$ cat src/rtl/frac_mult_pkg.sv
// Shared types and widths for the fractioned 32x32 multiplier.
// Holds the FSM state enum, the step counter type and the operand magnitude helper.
package frac_mult_pkg;

    localparam int OPERAND_W = 32;
    localparam int FRAC_W    = 16;
    localparam int PRODUCT_W = 64;

    typedef enum logic [1:0] {
        IDLE = 2'd0,
        MUL  = 2'd1,
        FIN  = 2'd2
    } state_t;

    typedef logic [1:0] step_t;

    // -2^31 maps to 0x8000_0000, which still fits the unsigned magnitude.
    function automatic logic [OPERAND_W-1:0] magnitude(input logic [OPERAND_W-1:0] v,
                                                        input logic              is_signed);
        logic [OPERAND_W-1:0] m;
        m = (is_signed && v[OPERAND_W-1]) ? (~v + 1'b1) : v;
        return m;
    endfunction

endpackage

$ cat src/rtl/mul16x16_unsigned.sv
// Combinational 16x16 -> 32 unsigned multiplier; the single array shared by every step.
// Zero latency, no flow control.
module mul16x16_unsigned
    import frac_mult_pkg::*;
(
    input  logic [FRAC_W-1:0]   op_a_i,
    input  logic [FRAC_W-1:0]   op_b_i,
    output logic [2*FRAC_W-1:0] prod_o
);

    always_comb begin
        prod_o = op_a_i * op_b_i;
    end

endmodule

$ cat src/rtl/fractioned_multiplier.sv
// Signed/unsigned 32x32 -> 64 multiplier, one 16x16 partial product per cycle; a result every 6 cycles.
// No backpressure: output_valid pulses once per result. `FRAC_MULT_BUSY_EN adds the busy output.
module fractioned_multiplier
    import frac_mult_pkg::*;
(
    input  logic                 clock,
    input  logic                 reset_n,
    input  logic [OPERAND_W-1:0] input_a,
    input  logic [OPERAND_W-1:0] input_b,
    input  logic                 signed_a,
    input  logic                 signed_b,
    input  logic                 enable,
    output logic [OPERAND_W-1:0] output_lower,
    output logic [OPERAND_W-1:0] output_higher,
    output logic                 output_valid
`ifdef FRAC_MULT_BUSY_EN
    ,
    output logic                 busy
`endif
);

    state_t                 state_q, state_d;
    step_t                  step_q, step_d;
    logic [OPERAND_W-1:0]   mag_a_q, mag_a_d;
    logic [OPERAND_W-1:0]   mag_b_q, mag_b_d;
    logic                   sign_q, sign_d;
    logic [PRODUCT_W-1:0]   acc_q, acc_d;
    logic [OPERAND_W-1:0]   lower_q, lower_d;
    logic [OPERAND_W-1:0]   higher_q, higher_d;
    logic                   valid_q, valid_d;

    logic [FRAC_W-1:0]      pp_a, pp_b;
    logic [2*FRAC_W-1:0]    pp;
    logic [PRODUCT_W-1:0]   pp_shifted;
    logic [PRODUCT_W-1:0]   result;

    // Operand halves selected per step: LL, LH, HL, HH.
    always_comb begin
        pp_a = mag_a_q[FRAC_W-1:0];
        pp_b = mag_b_q[FRAC_W-1:0];
        case (step_q)
            2'd0: begin
                pp_a = mag_a_q[FRAC_W-1:0];
                pp_b = mag_b_q[FRAC_W-1:0];
            end
            2'd1: begin
                pp_a = mag_a_q[FRAC_W-1:0];
                pp_b = mag_b_q[OPERAND_W-1:FRAC_W];
            end
            2'd2: begin
                pp_a = mag_a_q[OPERAND_W-1:FRAC_W];
                pp_b = mag_b_q[FRAC_W-1:0];
            end
            default: begin
                pp_a = mag_a_q[OPERAND_W-1:FRAC_W];
                pp_b = mag_b_q[OPERAND_W-1:FRAC_W];
            end
        endcase
    end

    mul16x16_unsigned u_mul (
        .op_a_i (pp_a),
        .op_b_i (pp_b),
        .prod_o (pp)
    );

    always_comb begin
        pp_shifted = {{(PRODUCT_W-2*FRAC_W){1'b0}}, pp};
        case (step_q)
            2'd0:    pp_shifted = {{(PRODUCT_W-2*FRAC_W){1'b0}}, pp};
            2'd1,
            2'd2:    pp_shifted = {{(PRODUCT_W-2*FRAC_W){1'b0}}, pp} << FRAC_W;
            default: pp_shifted = {{(PRODUCT_W-2*FRAC_W){1'b0}}, pp} << (2*FRAC_W);
        endcase
    end

    assign result = sign_q ? (~acc_q + 64'd1) : acc_q;

    always_comb begin
        state_d  = state_q;
        step_d   = step_q;
        mag_a_d  = mag_a_q;
        mag_b_d  = mag_b_q;
        sign_d   = sign_q;
        acc_d    = acc_q;
        lower_d  = lower_q;
        higher_d = higher_q;
        valid_d  = 1'b0;
        case (state_q)
            IDLE: begin
                if (enable) begin
                    mag_a_d = magnitude(input_a, signed_a);
                    mag_b_d = magnitude(input_b, signed_b);
                    sign_d  = (signed_a & input_a[OPERAND_W-1]) ^ (signed_b & input_b[OPERAND_W-1]);
                    acc_d   = '0;
                    step_d  = 2'd0;
                    state_d = MUL;
                end
            end
            MUL: begin
                acc_d  = acc_q + pp_shifted;
                step_d = step_q + 2'd1;
                if (step_q == 2'd3) begin
                    state_d = FIN;
                end
            end
            FIN: begin
                lower_d  = result[OPERAND_W-1:0];
                higher_d = result[PRODUCT_W-1:OPERAND_W];
                valid_d  = 1'b1;
                state_d  = IDLE;
            end
            default: begin
                state_d = IDLE;
            end
        endcase
    end

    always_ff @(posedge clock or negedge reset_n) begin
        if (!reset_n) begin
            state_q  <= IDLE;
            step_q   <= 2'd0;
            mag_a_q  <= '0;
            mag_b_q  <= '0;
            sign_q   <= 1'b0;
            acc_q    <= '0;
            lower_q  <= '0;
            higher_q <= '0;
            valid_q  <= 1'b0;
        end else begin
            state_q  <= state_d;
            step_q   <= step_d;
            mag_a_q  <= mag_a_d;
            mag_b_q  <= mag_b_d;
            sign_q   <= sign_d;
            acc_q    <= acc_d;
            lower_q  <= lower_d;
            higher_q <= higher_d;
            valid_q  <= valid_d;
        end
    end

    assign output_lower  = lower_q;
    assign output_higher = higher_q;
    assign output_valid  = valid_q;

`ifdef FRAC_MULT_BUSY_EN
    assign busy = (state_q != IDLE);
`endif

endmodule

$ cat config.mk
export PLATFORM = sky130hd
export DESIGN_NAME = fractioned_multiplier
export DESIGN_NICKNAME = d
export VERILOG_FILES = /design/src/rtl/frac_mult_pkg.sv /design/src/rtl/mul16x16_unsigned.sv /design/src/rtl/fractioned_multiplier.sv
export SDC_FILE = /design/constraint.sdc
export NUM_CORES = 1
export LEC_CHECK = 0
export CORE_MARGIN = 3
export CORE_UTILIZATION = 55
export DETAILED_ROUTE_END_ITERATION = 7
export PLACE_DENSITY = 0.74
export SYNTH_ARGS = -nofsm -noshare
export SYNTH_HDL_FRONTEND = slang
export SYNTH_HIERARCHICAL = 1
export SYNTH_SLANG_ARGS = --single-unit
$ cat constraint.sdc
create_clock -name clock -period 11 [get_ports clock]
set_input_delay 2.2 -clock clock [delete_from_list [all_inputs] [get_ports clock]]
set_output_delay 2.2 -clock clock [all_outputs]
set_load 0.05 [all_outputs]
==> results.yml, run 1 <==
# generated from flow reports
synth:
  yosys_area_um2: 22810
  top_cell_area_share: 0.2172
  top_cells_by_area: "dfrtp_1 (22%), fa_1 (17%), ha_1 (9.5%)"
  yosys_warnings: 6
  synthArstFlopShare: 1.000
place:
  finalWeightedCongestion: 1.036
  place_area_um2: 24410
clocking:
  cts_tree: "yes"
  cts_buffer_depth: 2
  cts.clk_slew.worst_paths_ns: 0.08
sta:
  tns_ns: 0
  fin_crit_ns: 10.26
  maxSlewHeadroom: 0.3027
critical_path:
  cp_slowest_cell: "fa_1"
  arrival_ns: 10.65
  crit_top_cell: "fa_1"
  worstSetupPathType: "flop to flop"
die:
  rows: 73
  core_um2: 40370
  dieArea_um2: 43950
  ios: 134
  fp_util: 0.5649
drt:
  wl_per_cell_um: 18.97
  ant_nets: 0
finish:
  design_area_um2: 24990
  area_growth_pct: 9.579
  fin_util: 0.6190
outcome:
  status: "finished clean"
grt:
  track_usage: 0.2854
  grt_max_degree: 115
  top_usage_layer: "met2"
  grt_pass1_vias: 19360
run:
  warnings: 33
## run 1: worst paths after layout
check / from / endpoint / slack (ns) / depth (start not counted)
setup / recovery: step_q[0] / acc_q[57] / 0.74 / 33
hold / removal: output_higher[8] / output_higher[8] / 0.48 / 2
setup reg to reg: step_q[0] / acc_q[57] / 0.74 / 33
hold reg to reg: output_higher[8] / output_higher[8] / 0.48 / 2
max in group asynchronous: reset_n / sign_q / 8.05 / 2
min in group asynchronous: reset_n / output_higher[27] / 1.70 / 1
## run 1: layer usage
layer	vias to the layer above	share of wire
li1	9158	-
met1	9466	0.43
met2	605	0.48
met3	132	0.051
met4	0	0.036
met5	-	0
## run 1: worst min-delay path, stage by stage, from the launching register on
cell and delay (ns):
dfrtp_1 0.35, nand2_1 0.04, o21ai_0 0.06
## run 1: logic make-up (layout without fill, tap and decap cells)
kind of cell	count (synthesis)	in the layout	synth area share
XOR/XNOR	203	203	0.07796
flip-flops	198	198	0.2172
AND-OR/OR-AND	617	617	0.1667
AND/OR/NAND/NOR	885	885	0.1872
buffers and inverters	391	433	0.06534
multiplexers	39	39	0.01898
adder cells (fa/ha/maj)	369	369	0.2666
## run 1: registers in the layout, summed over array words and instances, names as in the netlist
signal	count
acc_q	64
sign_q	1
mag_b_q	32
step_q	2
output_valid	1
output_higher	32
output_lower	32
state_q	2
mag_a_q	32
## run 1: final cells by class
class	count	area, um2
Clock buffer	20	466.7
Clock inverter	11	117.6
Multi-Input combinational cell	2113	16390
Fill cell	3541	15380
Sequential cell	198	4956
Timing Repair Buffer	148	1448
Tap cell	525	656.9
Inverter	254	953.4
Figure 1. Signal wires on met3 (run 1).
Drawn at 2 px/um.
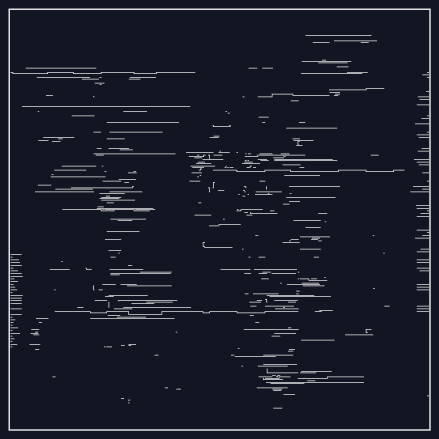
- wire length on this layer: 3170 um
- nets with wire on the layer: 293
- share of all routed wire: 5.1%
drt total wl: 62030 um
via count: 19360
grt met3 use: 0.04066

Figure 2. Selected gate families (run 1).
Drawn at 1.5 px/um.
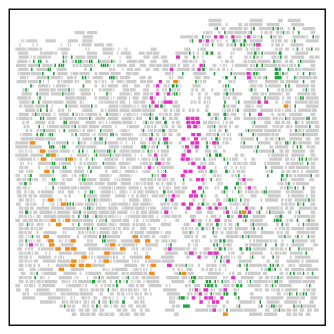
- orange: multiplexers (cells 39; most used mux2_2)
- green: NAND gates (cells 445; most used nand2_1; where all over the die)
- magenta: AND-OR and OR-AND gates (cells 102; most used a21o_1)
fin cells: 3269
multi-input gate share of total cell area: 0.6560
dominant logic cell type in the layout: nand2_1

Figure 3. Clock network drawn from the DEF (run 1).
Drawn at 2 px/um.
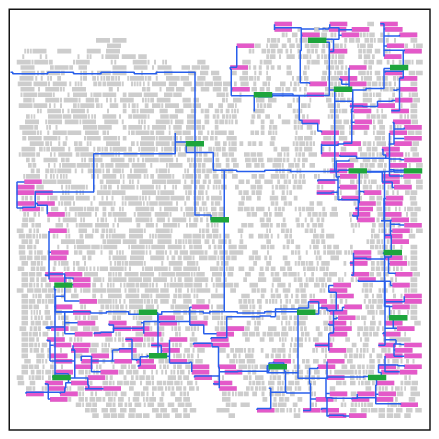
- blue: clock wires (length 2830 um)
- magenta: flip-flops (count 198)
- green: cells driving clock nets (count 17)
- routed clock nets: 18
- flops lie: all over the die
clock skew: 0.01186 ns
Skew-Pair Late Insertion Delay: 0.50 ns

--- run 2 (diff from run 1) ---
--- a/config.mk
+++ b/config.mk
@@ -6,9 +6,8 @@
 export NUM_CORES = 1
 export LEC_CHECK = 0
 export CORE_MARGIN = 3
-export CORE_UTILIZATION = 55
+export CORE_UTILIZATION = 30
 export DETAILED_ROUTE_END_ITERATION = 7
-export PLACE_DENSITY = 0.74
 export SYNTH_ARGS = -nofsm -noshare
 export SYNTH_HDL_FRONTEND = slang
 export SYNTH_HIERARCHICAL = 1
Figure 4. Signal wires on met3 (run 2).
Drawn at 1.5 px/um.
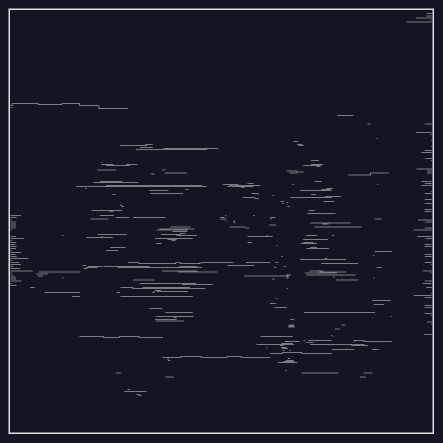
- longest straight run: 86.5 um
- nets with wire on the layer: 251
- share of all routed wire: 4.7%
- wire length on this layer: 3000 um
grt met3 use: 0.02410
drt total wl: 63370 um
via count: 18770

Figure 5. Metal layers overlaid (run 2).
Drawn at 1 px/um.
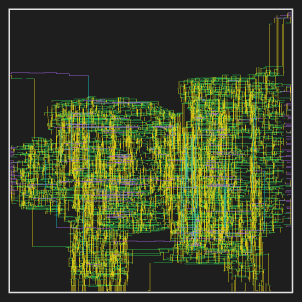
- yellow: met2 (wire length 29.0 mm)
- purple: met3 (wire length 3000 um)
- cyan: met4 (wire length 1260 um)
- green: met1 (wire length 30.1 mm)
total track usage: 0.1621
DR WL/cell: 17.06 um

==> run 2 against run 1 <==
Effect of this change:
- die area increased by 81%
- worst setup slack improved by 0.038 ns
- flip-flop count unchanged
- sequential share of layout area decreased by 0.45 points
- routed wire length increased by 2.2%
- first-iteration DRC count decreased by 24%
- non-clock buffer count unchanged
- critical path type unchanged
- global-route usage decreased by 12 points
==> results.yml, run 2 <==
# generated from flow reports
drt:
  met3_length_um: 3002
  met2RoutedLength_um: 28960
  wl_met1_um: 30140
  ant_nets: 0
  topRoutingLayerUsed: "met4"
place:
  hpwl_um: 50660
  finalWeightedCongestion: 0.9203
clocking:
  cts_buffer_depth: 2
  cts_tree: "yes"
  cts.clk_slew.worst_paths_ns: 0.08
  clkLatencyLatePin_ns: 0.48
  cts_root_buf: "clkbuf_16"
critical_path:
  worstReg2RegStart: "step_q[0]"
  r2r_slack_ns: 0.78
  worstSetupPathType: "flop to flop"
  cp-startpoint: "step_q[0]"
  arrival_ns: 10.59
  rr_endpoint: "acc_q[63]"
  cp_slowest_cell: "mux2_2"
  path_depth: 34
  crit_top_cell: "fa_1"
sta:
  tns_ns: 0
  fin_crit_ns: 10.22
  tightest_slew_ns: 1.183
  maxSlewHeadroom: 0.2076
  finClkSkew_ns: 0.02072
finish:
  largest_reg_flops: 64
  lay_top_count: "nand2_1"
  fin_util: 0.3418
  area_growth_pct: 12.12
  num_antenna_cells: 0
synth:
  yosys_area_um2: 22810
  yosys_warnings: 6
  yosysMostFrequentCell: "nand2_1"
  top_cell_area_share: 0.2172
grt:
  grt_pass1_vias: 18680
  grt_max_degree: 114
hold_path:
  whs_endpoint: "output_higher[10]"
  min_from: "output_higher[10]"
  holdPathStages: 2
die:
  dieArea_um2: 79370
  core_um2: 74820
  fp_util: 0.3048
  ios: 134
  rows: 100
run:
  warnings: 33
outcome:
  status: "finished clean"
Figure 6. Clock network drawn from the DEF (run 2).
Drawn at 1.5 px/um.
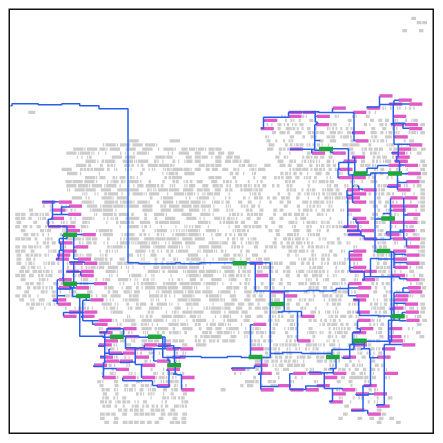
- green: cells driving clock nets (count 17)
- blue: clock wires (length 2830 um)
- magenta: flip-flops (count 198)
- routed clock nets: 18

## run 2: cell counts after synthesis
Identical to the previous run, type by type.
## run 2: area by class of cell
type | count | area, um2
Inverter | 254 | 953.4
Sequential cell | 198 | 4956
Multi-Input combinational cell | 2113 | 16390
Tap cell | 969 | 1212
Clock buffer | 18 | 429.2
Fill cell | 7869 | 49250
Timing Repair Buffer | 148 | 1448
Clock inverter | 14 | 180.2
## run 2: per-layer routing
metal | vias to the layer above | GRT usage
li1 | 9165 | -
met3 | 63 | 0.02410
met2 | 488 | 0.2642
met5 | - | 0
met1 | 9058 | 0.2247
met4 | 0 | 0.04358
## run 2: kinds of logic after synthesis
family	count (synthesis)	synth area share
buf+inv	391	0.06534
flops	198	0.2172
simple gates	885	0.1872
compound gates	617	0.1667
mux	39	0.01898
fa+ha+maj	369	0.2666
xor+xnor	203	0.07796
## run 2: stage by stage
stage	hold WS [ns]	instances	instance area [um2]	setup WS [ns]
floorplan	0.4699	2702	22810	1.474
global placement	0.4595	3682	24960	0.7801
detailed placement	0.4700	3682	24960	0.7246
CTS	0.4880	3714	25570	0.7202
global route	0.5077	3714	25570	0.2018
finish	0.4783	3714	25570	0.7769
## run 2: worst max path at each step
| stage | end | slack [ns] |
|---|---|---|
| 2_1_floorplan | acc_q[63] | 1.47 |
| 3_3_place_gp | acc_q[63] | 0.78 |
| 3_5_place_dp | acc_q[63] | 0.72 |
| 4_1_cts | acc_q[63] | 0.72 |
| 5_1_grt | acc_q[63] | 0.20 |
| 6_report | acc_q[63] | 0.78 |
--- run 3 (diff from run 2) ---
==> constraint.sdc (replaced) <==
create_clock -name clock -period 12.4 [get_ports clock]
set_input_delay 2.48 -clock clock [delete_from_list [all_inputs] [get_ports clock]]
set_output_delay 2.48 -clock clock [all_outputs]
set_load 0.05 [all_outputs]
Figure 7. Signal wires on met3 (run 3).
Drawn at 1.5 px/um.
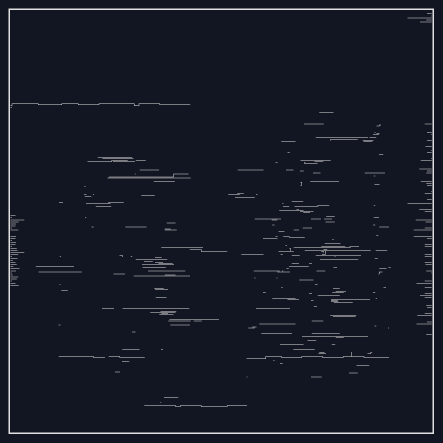
- wire length on this layer: 2590 um
- main direction: horizontal
- longest straight run: 55.2 um
- nets with wire on the layer: 239
grt met3 use: 0.02145
via count: 18770
drt total wl: 63520 um

Figure 8. Clock network drawn from the DEF (run 3).
Drawn at 1.5 px/um.
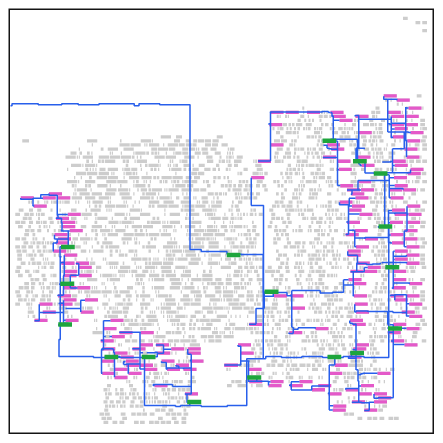
- magenta: flip-flops (count 198)
- green: cells driving clock nets (count 17)
- blue: clock wires (length 2920 um)
- routed clock nets: 18

==> run 3 against run 2 <==
Effect of this change:
- synthesized cell count unchanged
- die area unchanged
- clock skew about the same
- highest routed layer unchanged
==> results.yml, run 3 <==
# generated from flow reports
outcome:
  status: "finished clean"
critical_path:
  crit_top_cell: "fa_1"
  worstSetupPathType: "flop to flop"
  cp_slowest_cell: "a2111oi_0"
drt:
  ant_nets: 0
finish:
  num_antenna_cells: 0
  area_growth_pct: 12.15
place:
  hpwl_um: 50830
  finalWeightedCongestion: 0.9345
die:
  dieArea_um2: 79370
  fp_util: 0.3048
  core_um2: 74820
synth:
  yosys_area_um2: 22810
  yosys_warnings: 6
clocking:
  cts_tree: "yes"
  cts_root_buf: "clkbuf_16"
  cts.clk_slew.worst_paths_ns: 0.10
hold_path:
  min_from: "output_higher[10]"
  holdPathStages: 2
sta:
  finClkSkew_ns: 0.02118
run:
  warnings: 31
Figure 9. Metal layers overlaid (run 3).
Drawn at 1 px/um.
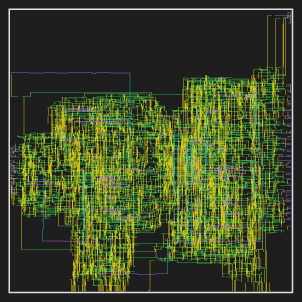
- yellow: met2 (wire length 29.0 mm)
- green: met1 (wire length 30.3 mm)
- cyan: met4 (wire length 1700 um)
- purple: met3 (wire length 2590 um)
total track usage: 0.1613
DR WL/cell: 17.10 um

## run 3: cell counts after synthesis
No cell type changed its count.
## run 3: stage by stage
step	setup WS (ns)	hold WS (ns)	std cells	cell area, um2
2_1_floorplan	2.874	0.4699	2702	22810
3_3_place_gp	1.993	0.4592	3682	24960
3_5_place_dp	1.832	0.4691	3682	24960
4_1_cts	1.823	0.4875	3714	25580
5_1_grt	1.248	0.4958	3714	25580
6_report	1.819	0.4791	3714	25580
## run 3: worst max-delay path by stage
stage	startpoint	slack (ns)	endpoint	cells past startpoint
after global routing	step_q[0]	1.25	acc_q[49]	32
final	step_q[0]	1.82	acc_q[49]	32
after floorplan	step_q[0]	2.87	acc_q[63]	38
after global placement	step_q[0]	1.99	acc_q[59]	34
after detailed placement	step_q[0]	1.83	acc_q[49]	32
after CTS	step_q[0]	1.82	acc_q[49]	32
## run 3: layer usage
metal	vias up	track usage	wire [um]
met3	78	0.02145	2587
met2	456	0.2613	28970
met1	9059	0.2224	30260
li1	9175	-	-
met5	-	0	0
met4	0	0.05410	1699
## run 3: kinds of logic (layout without fill, tap and decap cells)
| kind of cell | after synthesis | after routing | synth area share |
|---|---|---|---|
| flip-flops | 198 | 198 | 0.2172 |
| buffers and inverters | 391 | 434 | 0.06534 |
| AND/OR/NAND/NOR | 885 | 885 | 0.1872 |
| adder cells (fa/ha/maj) | 369 | 369 | 0.2666 |
| AND-OR/OR-AND | 617 | 617 | 0.1667 |
| multiplexers | 39 | 39 | 0.01898 |
| XOR/XNOR | 203 | 203 | 0.07796 |
## run 3: area by class of cell
class / instances / area [um2]
clock buffers: 18 / 439.2
fillers: 7858 / 49240
well taps: 969 / 1212
flip-flops and latches: 198 / 4956
multi-input cells: 2113 / 16390
inverters: 254 / 953.4
repair buffers: 148 / 1448
clock inverters: 14 / 177.7
